===== config.mk =====
export PLATFORM = sky130hd
export DESIGN_NAME = fifo_nibble_packer
export DESIGN_NICKNAME = d
export VERILOG_FILES = /design/src/rtl/fifo_nibble_packer.sv
export SDC_FILE = /design/constraint.sdc
export NUM_CORES = 1
export LEC_CHECK = 0
export CAP_MARGIN = 20
export CORE_MARGIN = 2
export CORE_UTILIZATION = 46
export DETAILED_ROUTE_END_ITERATION = 6
export GPL_TIMING_DRIVEN = 0
export PLACE_DENSITY = 0.77
export SETUP_SLACK_MARGIN = 0.4
export SLEW_MARGIN = 20
export SYNTH_ARGS = -nofsm -noshare
export SYNTH_HDL_FRONTEND = slang
export SYNTH_SLANG_ARGS = --single-unit

===== constraint.sdc =====
create_clock -name clk -period 1.5 [get_ports clk]
set_input_delay 0.3 -clock clk [delete_from_list [all_inputs] [get_ports clk]]
set_output_delay 0.3 -clock clk [all_outputs]
set_load 0.02 [all_outputs]

===== src/rtl/fifo_nibble_packer.sv =====
// fifo_nibble_packer
//   Read-side drain stage for a 4-bit nibble FIFO. An internal divider tick
//   paces pops. Two consecutive nibbles are packed into one byte, which is
//   presented on a valid/ready output. A half-filled byte can be flushed out
//   padded with FILL. Accepted bytes are counted modulo 256.
//
//   Optional build macro: PACKER_PARITY_EN (even parity on out_par).
//
// Ports
//   clk         single clock, all state on posedge
//   rst         synchronous reset, active-high
//   fifo_empty  FIFO empty flag
//   fifo_rdata  FIFO read data, sampled on the edge that ends the pop cycle
//   fifo_rd_en  one-cycle pop strobe to the FIFO (registered)
//   flush       pulse: emit a pending half byte padded with FILL
//   out_data    packed byte
//   out_valid   out_data valid
//   out_ready   consumer accepts when out_valid && out_ready
//   byte_cnt    bytes accepted by the consumer, wraps 255 -> 0
//   out_par     even parity of out_data while valid, else 0
module fifo_nibble_packer #(
  parameter int unsigned      NIB_W    = 4,
  parameter int unsigned      RD_DIV   = 2,
  parameter logic [NIB_W-1:0] FILL     = '0,
  parameter bit               LO_FIRST = 1'b1
) (
  input  logic               clk,
  input  logic               rst,
  input  logic               fifo_empty,
  input  logic [NIB_W-1:0]   fifo_rdata,
  output logic               fifo_rd_en,
  input  logic               flush,
  output logic [2*NIB_W-1:0] out_data,
  output logic               out_valid,
  input  logic               out_ready,
  output logic [7:0]         byte_cnt,
  output logic               out_par
);

  localparam int unsigned DIV_W = (RD_DIV > 1) ? $clog2(RD_DIV) : 1;

  typedef enum logic [1:0] {
    S_LO  = 2'd0,
    S_HI  = 2'd1,
    S_OUT = 2'd2
  } state_t;

  state_t             state;
  state_t             state_nx;
  logic [DIV_W-1:0]   div_cnt;
  logic               tick;
  logic               pend;
  logic               capture;
  logic               pop_req;
  logic               load_pair;
  logic               load_flush;
  logic               accept;
  logic [NIB_W-1:0]   lo;
  logic [2*NIB_W-1:0] byte_nx;

  assign tick = (div_cnt == DIV_W'(RD_DIV - 1));

  // The single outstanding pop always completes on the edge that ends its
  // strobe cycle, so the strobe register itself marks the pop as pending.
  assign pend = fifo_rd_en;

  // State register
  always_ff @(posedge clk) begin
    if (rst) begin
      state <= S_LO;
    end else begin
      state <= state_nx;
    end
  end

  // Next-state logic
  always_comb begin
    state_nx = state;
    unique case (state)
      S_LO:    if (capture) state_nx = S_HI;
      S_HI:    if (capture || load_flush) state_nx = S_OUT;
      S_OUT:   if (accept) state_nx = S_LO;
      default: state_nx = S_LO;
    endcase
  end

  // Control strobes and next byte value
  always_comb begin
    capture    = pend;
    accept     = out_valid && out_ready;
    pop_req    = tick && !fifo_empty && !pend && !flush &&
                 ((state == S_LO) || (state == S_HI));
    load_pair  = (state == S_HI) && capture;
    // A flush arriving while a pop is in flight is dropped; the capture wins.
    load_flush = (state == S_HI) && flush && !pend;
    byte_nx    = LO_FIRST ? {fifo_rdata, lo} : {lo, fifo_rdata};
    if (load_flush) begin
      byte_nx = LO_FIRST ? {FILL, lo} : {lo, FILL};
    end
  end

  // Datapath registers
  always_ff @(posedge clk) begin
    if (rst) begin
      div_cnt    <= '0;
      fifo_rd_en <= 1'b0;
      lo         <= '0;
      out_data   <= '0;
      out_valid  <= 1'b0;
      byte_cnt   <= '0;
    end else begin
      div_cnt    <= tick ? '0 : div_cnt + DIV_W'(1);
      fifo_rd_en <= pop_req;
      if ((state == S_LO) && capture) begin
        lo <= fifo_rdata;
      end
      if (load_pair || load_flush) begin
        out_data  <= byte_nx;
        out_valid <= 1'b1;
      end else if (accept) begin
        out_valid <= 1'b0;
        byte_cnt  <= byte_cnt + 8'd1;
      end
    end
  end

`ifdef PACKER_PARITY_EN
  always_ff @(posedge clk) begin
    if (rst) begin
      out_par <= 1'b0;
    end else if (load_pair || load_flush) begin
      out_par <= ^byte_nx;
    end else if (accept) begin
      out_par <= 1'b0;
    end
  end
`else
  assign out_par = 1'b0;
`endif

endmodule


**Run 1: register map, names as in the netlist**

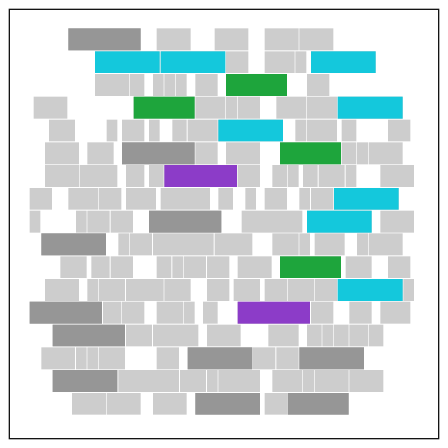
- green: `lo` (sequential cells 4)
- purple: `state` (sequential cells 2)
- cyan: `out_data` (sequential cells 8)
- not coloured: 11

**Run 1: routed clock nets over the placement**

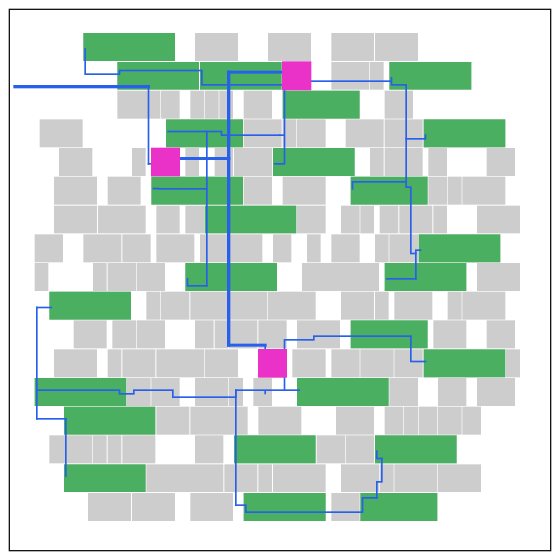
- blue: clock wires (length 270 um)
- magenta: clock drivers (count 3)
- green: flip-flops (count 25)
- flops lie: all over the die

==> ci_impl_report.md, run 1 <==
### Metrics collected by this job

| Metric | Value |
|---|---|
| XOR-XNOR Cells, Area Fraction | 6.00% |
| Comb pwr share | 8.6% |
| CP peak stage delay | 380 ps |
| CP max stage cell | dfxtp_4 |
| Fin crit share | 84.5% |
| Max-area cell share | 49.0% |
| Net Count, Synth | 117 |
| Crit path launch | state[0] |
| Asr flop ratio synth | 0% |
| Adder Share, Synth | 1.23% |
| Mapped Cells | 107 |
| Max Cap Violations | 0 |
| Largest net degree at the start of global routing | 15 |
| Synth-to-layout area growth | 58.7% |
| Internal | 800 uW |
| Fin Setup TNS | 0 ps |
| DIE WIDTH | 51.1 um |
| Post-synthesis simple-gate area fraction | 21.8% |
| First-pass GRT wire length | 4050 um |
| Ant diodes | 0 |
| Row count | 17 |
| Register share after synthesis | 49.0% |
| Setup-failing EPs final | 0 |
| Fmax | 789 MHz |
| EDFF count, synth | 0 |
| Total grt overflow | 0 |
| Initial antenna violation count | 0 |
| Synth Warn # | 0 |
| Share of layout cells above drive strength 1 | 49.7% |
| Sequential power share | 62.8% |
| Detailed placer's ending HPWL | 1460 um |
| DRC Markers | 0 |
| Die Y | 51.1 um |
| Pre-antenna DRT Iters | 4 |
| Total GRT Usage | 20.8% |
| Post-Syn Area | 0.00102 mm^2 |
| Drt total wl | 2460 um |
| Pre-Place Util | 47.5% |
| Origin of the critical flop-to-flop path | state[0] |
| Most frequent cell after synthesis | dfxtp_1 |
| DR iter-0 viols | 17 |
| Drt wl/cell | 13.4 um |
| Setup crit start kind | flop |
| Status | finished, final reports clean |
| Total CTS buffers | 3 |
| Worst Path Max Fanout | 10 |
| Hold Crit Start | rst |
**Run 1: cells by drive strength**

The bar under the picture is 20 um long.
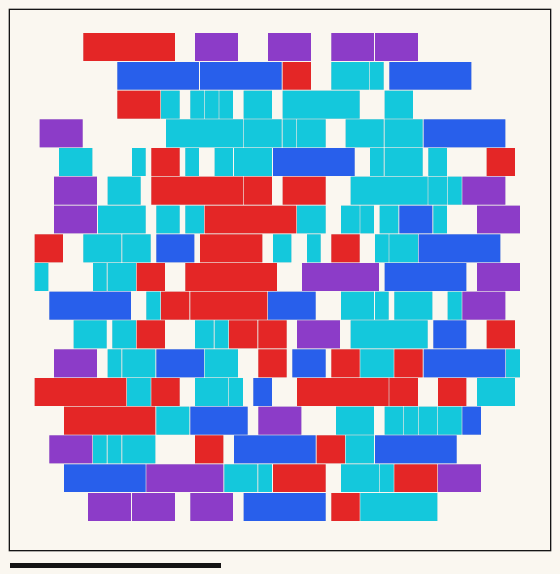
- purple: _6 and larger (cells 21; share 14%)
- red: _3 and _4 cells (cells 34; share 22%)
- cyan: _0 and _1 cells (cells 78; share 50%)
- blue: _2 cells (cells 22; share 14%)

**Run 1: cell placement**

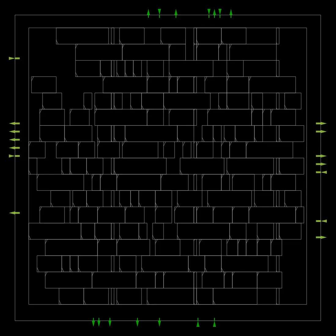
Seq area share: 33.5%
Util after Layout: 75.4%
fillers: 156

## run 1: path summary, 6_finish.rpt
path | slack [ps] | end
max reg2reg | 230 | byte_cnt[4]
min | 310 | out_data[3]
max | 230 | byte_cnt[4]
min reg2reg | 430 | div_cnt
## run 1: per-stage QoR
stage          power [mW]  hold slack (ps)  utilization, %  setup slack, ps
2_1_floorplan       0.727              393               -              301
3_3_place_gp        0.758              404            61.9             -138
3_5_place_dp        0.759              410            61.9             -147
5_1_grt              1.09              312            75.4              164
4_1_cts              1.06              304            72.6              218
6_report             1.05              308            75.4              232
## run 1: cell families after synthesis
kind of cell | count (synthesis)
and+or+nand+nor | 44
DFF | 25
AOI/OAI and AO/OA | 17
xor gates and xnor gates | 7
muxes | 6
buffers and inverters | 6
adders and majority gates | 1
other | 1
## run 1: timing repair
item | 4_1_cts | 5_1_grt
buffers inserted | 13 | 5
cloned | 1 | 0
setup endpoints to repair | 40 | 40
pin swaps | 8 | 5
resized | 130 | 9
## run 1: worst register-to-register path, delay by kind of cell (launching register included)
kind | cells | cell delay (ps)
flops | 1 | 380
simple gates | 2 | 210
compound gates | 1 | 260
xor+xnor | 1 | 150
buf+inv | 1 | 160
## run 1: power groups by stage
| stage | Sequential, mW | Clock (mW) | Combinational [mW] |
|---|---|---|---|
| floorplan | 0.690 | 0 | 0.0378 |
| global placement | 0.689 | 0 | 0.0694 |
| detailed placement | 0.689 | 0 | 0.0702 |
| CTS | 0.667 | 0.307 | 0.0836 |
| global route | 0.663 | 0.329 | 0.0977 |
| finish | 0.662 | 0.301 | 0.0907 |
## run 1: placed cells by master (no fill, tap or decap), types with 2 or more instances in the layout
cell type and instances:
buf_6 19, buf_4 18, nor2_1 17, dfxtp_2 13, dfxtp_4 7, nand2_1 6, mux2i_1 6, a21oi_1 5
dfxtp_1 5, clkdlybuf4s50_1 5, a22oi_1 4, nand3_1 4, xnor2_1 4, clkbuf_1 3, xor2_1 3, clkbuf_4 3
nand3b_1 2, nor3_1 2, a21oi_2 2, o211ai_1 2, dlygate4sd2_1 2
## run 1: area by class of cell
type | count | area [um^2]
Clock inverter | 1 | 5.00
Tap cell | 28 | 35.0
Multi-Input combinational cell | 77 | 562
Timing Repair Buffer | 43 | 412
Sequential cell | 25 | 543
Buffer | 6 | 41.3
Clock buffer | 3 | 22.5
Fill cell | 156 | 528
## run 1: sequential cells by signal (all words and copies together) (netlist names)
signal	flops
out_data	8
state	2
div_cnt	1
out_valid	1
byte_cnt	8
lo	4
fifo_rd_en	1
## run 1: metal layers
| metal | routed length, um | global-route usage (%) | up-vias | share of wire (%) |
|---|---|---|---|---|
| li1 | - | - | 467 | - |
| met1 | 1040 | 24.4 | 456 | 42 |
| met2 | 1280 | 35.9 | 27 | 52 |
| met3 | 96 | 3.22 | 5 | 3.9 |
| met4 | 38 | 11.3 | 0 | 1.5 |
| met5 | 0 | 0 | - | 0 |
**Run 1: routed metal per tile**

The bar under the picture is 20 um long. The die is cut into 10 by 10 equal tiles; dark purple is low, yellow is high, scaled to the fullest tile. Values are wire area over tile area, all layers added.
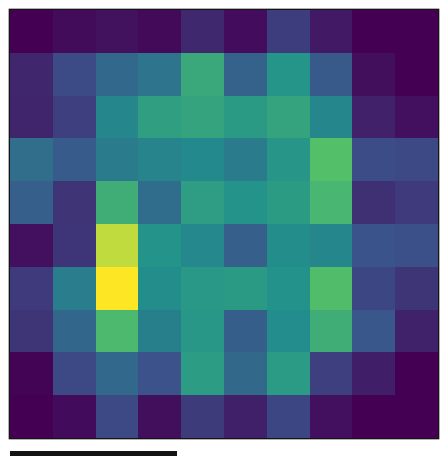

## Run 2: what changed since run 1
- CORE_UTILIZATION: 46 -> 41
- PLACE_DENSITY: 0.77 -> 0.73
- clock period: 1.5 -> 1.09 ns (I/O delays scaled with it)
**Run 2: routed metal per tile**

The bar under the picture is 20 um long. The die is cut into 11 by 11 equal tiles; dark purple is low, yellow is high, scaled to the fullest tile. Values are wire area over tile area, all layers added.
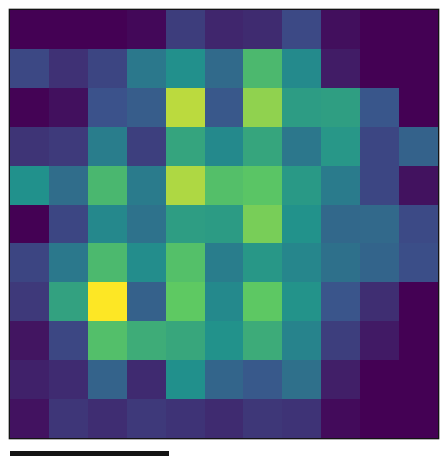
- emptiest ninth of the die: lower right
- densest ninth of the die: centre
- mean over tiles: 0.13
- tiles over half the peak: 25%

**Run 2: routed clock nets over the placement**

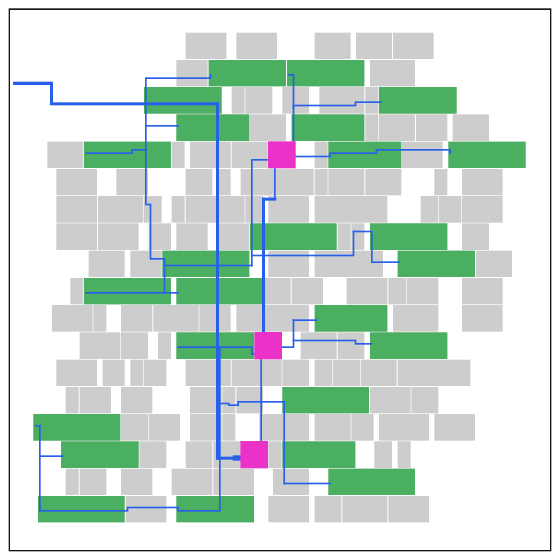
- blue: clock wires (length 310 um)
- magenta: clock drivers (count 3)
- green: flip-flops (count 25)
- routed clock nets: 4

==> run 2 against run 1 <==
  * The run now ends with negative setup slack left
  * Via count is 4.0% lower
  * Routed wire length decreased by 0.73%
  * Setup slack worse by 400 ps
  * First-iteration DRC count down 65%
  * Sequential cell count stayed put
  * Sequential share of layout area fell by 1.3 points
  * Maximum frequency increased by 1.0%
  * Critical path depth unchanged
  * Non-clock buffer count shrank 4
  * Combinational power rose by 65%
==> ci_impl_report.md, run 2 <==
### Metrics collected by this job

| Metric | Value |
|---|---|
| Worst-path cell chain | or2_1 -> buf_6 -> a211oi_2 -> xnor2_1 -> nor2_1 (was nor2b_2 -> buf_6 -> a211oi_4 -> xnor2_1 -> nor2_1) |
| DIE WIDTH | 53.9 um (was 51.1 um) |
| Fmax | 796 MHz (was 789 MHz) |
| Die Area | 0.00291 mm^2 (was 0.00261 mm^2) |
| Hold buffers post-CTS | 0 (unchanged) |
| Most common logic cells in the final layout | buf_6, nor2_1, buf_4, dfxtp_2, dfxtp_4 (was buf_6, buf_4, nor2_1) |
| Share of layout cells above drive strength 1 | 56.3% (was 49.7%) |
| Synth Warn # | 0 (unchanged) |
| DRC Markers | 0 (unchanged) |
| Top sig layer | met4 (unchanged) |
| Clk pin slew, worst setup/hold paths | 150 ps (was 130 ps) |
| Max-area cell share | 49.0% (unchanged) |
| H-tree level count | 1 (unchanged) |
| Synth cell count leaders | dfxtp_1, nor2_1, a21oi_1 (unchanged) |
| Fillers | 164 (was 156) |
| Top Registers | byte_cnt (8), out_data (8), lo (4) (unchanged) |
| Pre-Place Util | 42.4% (was 47.5%) |
| Yosys Instances | 107 (unchanged) |
| Dominant logic cell type in the layout | buf_6 (unchanged) |
| ANT nets after route | 0 (unchanged) |
| Dpl ws | -452 ps (was -147 ps) |
| Pwr dens | 870 mW/mm^2 (was 650 mW/mm^2) |
| Met2 WL | 1210 um (was 1280 um) |
| Pre-antenna DRT Iters | 4 (unchanged) |
| Total CTS buffers | 3 (unchanged) |
| Drt wl/cell | 13.5 um (was 13.4 um) |
| Vias/cell | 5.07 (was 5.22) |
| Worst Path Max Fanout | 5 (was 10) |
| CP peak stage delay | 380 ps (about the same) |
| DR iter-0 viols | 6 (was 17) |
| Util after Layout | 70.7% (was 75.4%) |
| First-pass GRT wire length | 3410 um (was 4050 um) |
| EDFF count, synth | 0 (unchanged) |
| Mapped Cells | 107 (unchanged) |
| Post-Syn Area | 0.00102 mm^2 (unchanged) |
| Row count | 18 (was 17) |
| Drt total wl | 2440 um (was 2460 um) |
| Worst vdd ir | 0.616 mV (was 0.463 mV) |
| Req. time, crit path | 1310 ps (was 1710 ps) |
| Most frequent cell after synthesis | dfxtp_1 (unchanged) |
| Synth-to-layout area growth | 66.8% (was 58.7%) |
| CP max stage cell | dfxtp_4 (unchanged) |
| Die Y | 53.9 um (was 51.1 um) |
| RSZ-0062 raised after global routing | true (unchanged) |
| Met1 WL | 1070 um (was 1040 um) |
| Tool Warnings | 29 (unchanged) |
| Setup-failing EPs final | 23 (was 0) |
| Cell Type Count | 29 (unchanged) |
| Minimum clock period | 1260 ps (was 1270 ps) |
| Cell area after placement | 0.00136 mm^2 (was 0.00133 mm^2) |
| LEAKAGE | 0.633 nW (was 0.639 nW) |
| Largest net degree at the start of global routing | 16 (was 15) |
| Worst setup margin | -166 ps (was 232 ps) |
| Initial antenna violation count | 0 (unchanged) |
| Commonest flop | dfxtp_1 (unchanged) |
| Critical path type | reg -> reg (unchanged) |
| Register share after synthesis | 49.0% (unchanged) |
| Ant diodes | 0 (unchanged) |
| Fin crit share | 115% (was 84.5%) |
| Nets | 162 (was 166) |
| Clk latency late pin | 320 ps (about the same) |
| Total GRT Usage | 16.5% (was 20.8%) |
| Detailed placer's ending HPWL | 1460 um (about the same) |
| Arrival @ worst endpoint | 1470 ps (about the same) |
| Vias in the first global route | 793 (was 946) |
| Synth flops | 25 (unchanged) |
| Buffer and inverter count on the worst path | 1 (unchanged) |
| Total grt overflow | 0 (unchanged) |
| Clock buffer depth | 2 (unchanged) |
| Asr flop ratio synth | 0% (unchanged) |
| Met3 WL | 91 um (was 96 um) |
| Failing checks | negative setup slack |
| I/O Buffers | 25 (unchanged) |
| Setup crit start kind | flop (unchanged) |
| Net Count, Synth | 117 (unchanged) |
| Status | complete, but fails checks (was finished, final reports clean) |
| PnR Total Power | 1.48 mW (was 1.05 mW) |
| Max Cap Violations | 0 (unchanged) |
| Biggest area cells | dfxtp_1, nor2_1, mux2i_1 (unchanged) |
[run 2: cell counts after synthesis]
No cell type changed its count.
[run 2: per-stage QoR]
stage / TNS [ps] / cells / hold slack, ps
floorplan: -758 / 107 / 365
global placement: -8650 / 162 / 401
detailed placement: -9050 / 162 / 406
CTS: -1560 / 171 / 122
global route: -3130 / 181 / 140
finish: -1790 / 181 / 151
[run 2: where the power goes]
part	total [mW]	internal [mW]	switching [mW]
combinational	0.150	0.0783	0.0721
sequential	0.909	0.901	0.00798
clock	0.423	0.140	0.283
[run 2: path summary, 6_finish.rpt]
path,startpoint,end,slack [ps],depth (start not counted)
setup reg to reg,fifo_rd_en,byte_cnt[4],-170,5
setup / recovery,fifo_rd_en,byte_cnt[4],-170,5
hold reg to reg,div_cnt,div_cnt,440,1
hold / removal,rst,out_data[3],150,2
[run 2: cells by family (layout without fill, tap and decap cells)]
group                    after synthesis  after routing  share of synthesized area [%]
buffers and inverters                  6             49                           3.68
other                                  1              1                          0.367
AND-OR/OR-AND                         17             17                           12.0
adder cells (fa/ha/maj)                1              1                           1.23
AND/OR/NAND/NOR                       44             45                           21.8
flip-flops                            25             25                           49.0
XOR/XNOR                               7              7                           6.01
multiplexers                           6              6                           5.88
[run 2: final cells by class]
| cell class | count | area [um^2] | area share (%) |
|---|---|---|---|
| multi-input cells | 77 | 622 | 36.5 |
| repair buffers | 39 | 404 | 23.7 |
| clock inverters | 1 | 7.51 | 0.441 |
| plain buffers | 6 | 61.3 | 3.60 |
| flip-flops and latches | 25 | 548 | 32.2 |
| well taps | 30 | 37.5 | 2.20 |
| clock buffers | 3 | 22.5 | 1.32 |
[run 2: per-layer routing]
metal	GRT usage [%]	vias up
met3	2.78	6
met1	22.0	426
met5	0	-
met2	25.2	19
met4	8.97	0
li1	-	466
[run 2: what timing repair did]
item / CTS / global route
resized: 121 / 35
endpoints found under the setup margin: 42 / 42
setup buffers: 5 / 9
gates cloned: 0 / 1
pin swaps: 0 / 11
**Run 2: register map, names as in the netlist**

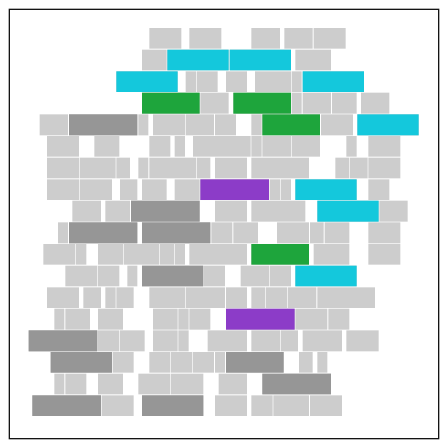

## Run 3: what changed since run 2
- PLACE_DENSITY: 0.73 -> unset
- PLACE_DENSITY_LB_ADDON: unset -> 0.15
**Run 3: register map, names as in the netlist**

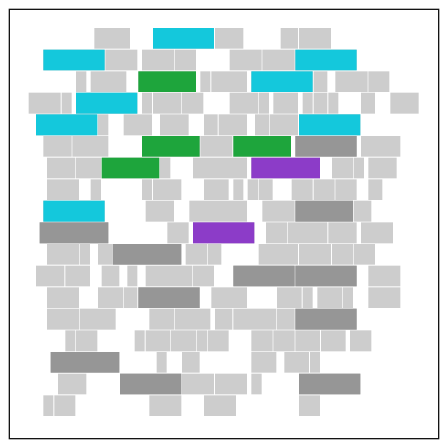
- purple: `state` (sequential cells 2)
- cyan: `out_data` (sequential cells 8)
- green: `lo` (sequential cells 4)

==> run 3 against run 2 <==
  * The flow still finishes with violations (negative setup slack)
  * Register-to-register slack hardly changed
  * Synthesized cell count stayed put
  * First-iteration DRC count is 67% higher
  * Global-route usage is 1.7 points higher
  * Die area stayed put
  * Non-clock buffer count stayed put
  * Clock skew is 2.3 ps lower
  * Worst hold slack worse by 31 ps
  * Critical path type unchanged
  * Largest power group unchanged
  * Highest routed layer unchanged
==> ci_impl_report.md, run 3 <==
### Metrics collected by this job

| Metric | Value |
|---|---|
| Fin Setup TNS | -2610 ps (was -1790 ps) |
| Buffer and inverter count on the worst path | 2 (was 1) |
| Pre-Place Util | 42.4% (unchanged) |
| Req. time, crit path | 1310 ps (about the same) |
| Synth-to-layout area growth | 58.9% (was 66.8%) |
| Worst vdd ir | 0.793 mV (was 0.616 mV) |
| Yosys Instances | 107 (unchanged) |
| Initial antenna violation count | 0 (unchanged) |
| Share of layout cells above drive strength 1 | 53.0% (was 56.3%) |
| Vias in the first global route | 842 (was 793) |
| Max-area cell share | 49.0% (unchanged) |
| Setup crit start kind | flop (unchanged) |
| I/O Buffers | 25 (unchanged) |
| Most common logic cells in the final layout | nor2_1, buf_6, dfxtp_2 (was buf_6, nor2_1, buf_4, dfxtp_2, dfxtp_4) |
| WHS Path Cells | 2 (unchanged) |
| Drt total wl | 2420 um (was 2440 um) |
| Hold buffers post-CTS | 0 (unchanged) |
| DRC Markers | 0 (unchanged) |
| Total CTS buffers | 3 (unchanged) |
| Total GRT Usage | 18.2% (was 16.5%) |
| Status | complete, but fails checks (unchanged) |
| Fmax | 796 MHz (about the same) |
| RSZ-0062 raised after global routing | true (unchanged) |
| M1 GR Usage | 26.9% (was 22.0%) |
| Net Count, Synth | 117 (unchanged) |
| EDFF count, synth | 0 (unchanged) |
| Worst setup margin | -166 ps (about the same) |
| Total area of sequential cells | 536 um^2 (was 548 um^2) |
| Pre-antenna DRT Iters | 4 (unchanged) |
| Worst-path cell chain | or2_1 -> buf_6 -> buf_4 -> a21oi_2 -> xnor2_1 -> nor2_1 (was or2_1 -> buf_6 -> a211oi_2 -> xnor2_1 -> nor2_1) |
| Commonest flop | dfxtp_1 (unchanged) |
| Asr flop ratio synth | 0% (unchanged) |
| Synth Warn # | 0 (unchanged) |
| R2R Setup Slk | -170 ps (about the same) |
| Fin crit share | 115% (about the same) |
| I/O pin cnt | 28 (unchanged) |
| Total grt overflow | 0 (unchanged) |
| Max Cap Violations | 0 (unchanged) |
| Grt met2 use | 26.4% (was 25.2%) |
| ANT nets after route | 0 (unchanged) |
| Met3 global-route usage | 1.67% (was 2.78%) |
| Drt wl/cell | 13.4 um (was 13.5 um) |
| Pwr dens | 917 mW/mm^2 (was 870 mW/mm^2) |
| Die Y | 53.9 um (unchanged) |
| Cell area after placement | 0.00136 mm^2 (unchanged) |
| Cell Type Count | 29 (unchanged) |
| Area reported by Yosys stat | 0.00102 mm^2 (unchanged) |
| Dominant logic cell type in the layout | nor2_1 (was buf_6) |
| Die Area | 0.00291 mm^2 (unchanged) |
| Failing checks | negative setup slack (unchanged) |
| Biggest area cells | dfxtp_1, nor2_1, mux2i_1 (unchanged) |
| Nets | 162 (unchanged) |
| CP max stage cell | dfxtp_2 (was dfxtp_4) |
| Setup-failing EPs final | 25 (was 23) |
| LEAKAGE | 0.612 nW (was 0.633 nW) |
| Origin of the critical flop-to-flop path | fifo_rd_en (unchanged) |
| Most used routing layer | met1 (was met2) |
| DIE WIDTH | 53.9 um (unchanged) |
| Arrival @ worst endpoint | 1480 ps (was 1470 ps) |
| Ant diodes | 0 (unchanged) |
| Hold Crit Endpoint | out_data[2] (was out_data[3]) |
| Fillers | 182 (was 164) |
| Util after Layout | 67.3% (was 70.7%) |
| Clk pin slew, worst setup/hold paths | 150 ps (about the same) |
| Detailed placer's ending HPWL | 1470 um (was 1460 um) |
| RR Endpoint | byte_cnt[2] (was byte_cnt[4]) |
| Vias/cell | 5.08 (was 5.07) |
| Tool Warnings | 29 (unchanged) |
| Synth flops | 25 (unchanged) |
| Hold Crit Start | rst (unchanged) |
| Post-Syn Area | 0.00102 mm^2 (unchanged) |
| Synth cell count leaders | dfxtp_1, nor2_1, a21oi_1 (unchanged) |
| Mapped Cells | 107 (unchanged) |
| Register share after synthesis | 49.0% (unchanged) |
| Reg2reg path depth | 6 (was 5) |
| DR iter-0 viols | 10 (was 6) |
**Run 3: routed clock nets over the placement**

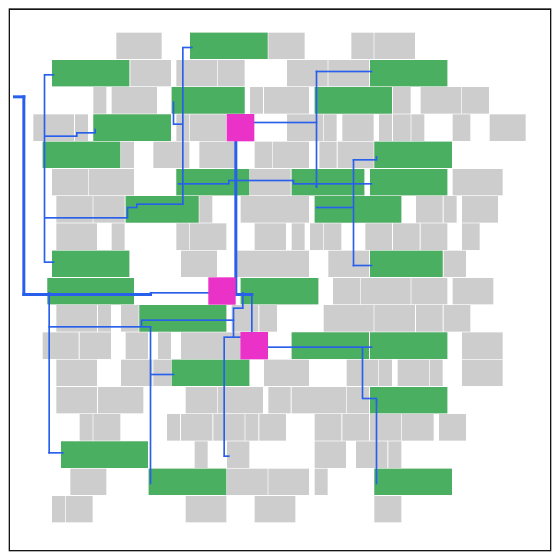
- magenta: clock drivers (count 3)
- green: flip-flops (count 25)
- blue: clock wires (length 290 um)
- routed clock nets: 4

run 3: cell counts after synthesis:
No cell type changed its count.
run 3: where the power goes:
group | leakage (nW) | switching [mW] | internal (mW) | total, mW
clock | 0.0183 | 0.286 | 0.143 | 0.429
combinational | 0.380 | 0.0689 | 0.0705 | 0.139
sequential | 0.213 | 0.00742 | 0.912 | 0.920
run 3: how the worst max path moves through the flow:
| stage | from | endpoint | slack [ps] | depth (start not counted) |
|---|---|---|---|---|
| floorplan | fifo_rd_en | byte_cnt[4] | -100 | 5 |
| global placement | flush | byte_cnt[1] | -440 | 6 |
| detailed placement | flush | byte_cnt[1] | -480 | 6 |
| CTS | fifo_rd_en | byte_cnt[1] | -160 | 5 |
| global route | fifo_rd_en | byte_cnt[1] | -260 | 5 |
| finish | fifo_rd_en | byte_cnt[2] | -170 | 6 |
run 3: repair_timing:
| action | CTS | global route |
|---|---|---|
| cloned | 0 | 1 |
| endpoints found under the setup margin | 42 | 42 |
| pin swaps | 3 | 6 |
| setup buffers | 9 | 5 |
| resized | 124 | 4 |
run 3: cell families (layout without fill, tap and decap cells):
logic type      after synthesis  count (layout)  share of synthesized area, %
compound gates               17              17                          12.0
buf+inv                       6              49                          3.68
simple gates                 44              45                          21.8
xor+xnor                      7               7                          6.01
mux                           6               6                          5.88
flops                        25              25                          49.0
fa+ha+maj                     1               1                          1.23
other cells                   1               1                         0.367
run 3: area by class of cell:
type	count	share of cell area [%]
repair buffers	39	23.4
well taps	30	2.31
clock buffers	3	1.39
flip-flops and latches	25	33.0
plain buffers	6	3.47
clock inverters	1	0.386
multi-input cells	77	36.1
run 3: metrics by stage:
step	hold slack, ps	worst slack, ps	cells	total power [mW]
2_1_floorplan	365	-95.5	107	0.999
3_3_place_gp	404	-440	162	1.04
3_5_place_dp	411	-483	162	1.04
4_1_cts	125	-158	175	1.48
5_1_grt	120	-258	181	1.55
6_report	121	-166	181	1.49
run 3: per-layer routing:
layer | vias to the layer above | wire, um
li1 | 461 | -
met1 | 430 | 1180
met2 | 24 | 1110
met3 | 4 | 97
met4 | 0 | 36
met5 | - | 0
Power figures rest on the tool's default switching activity, not on a simulated workload.
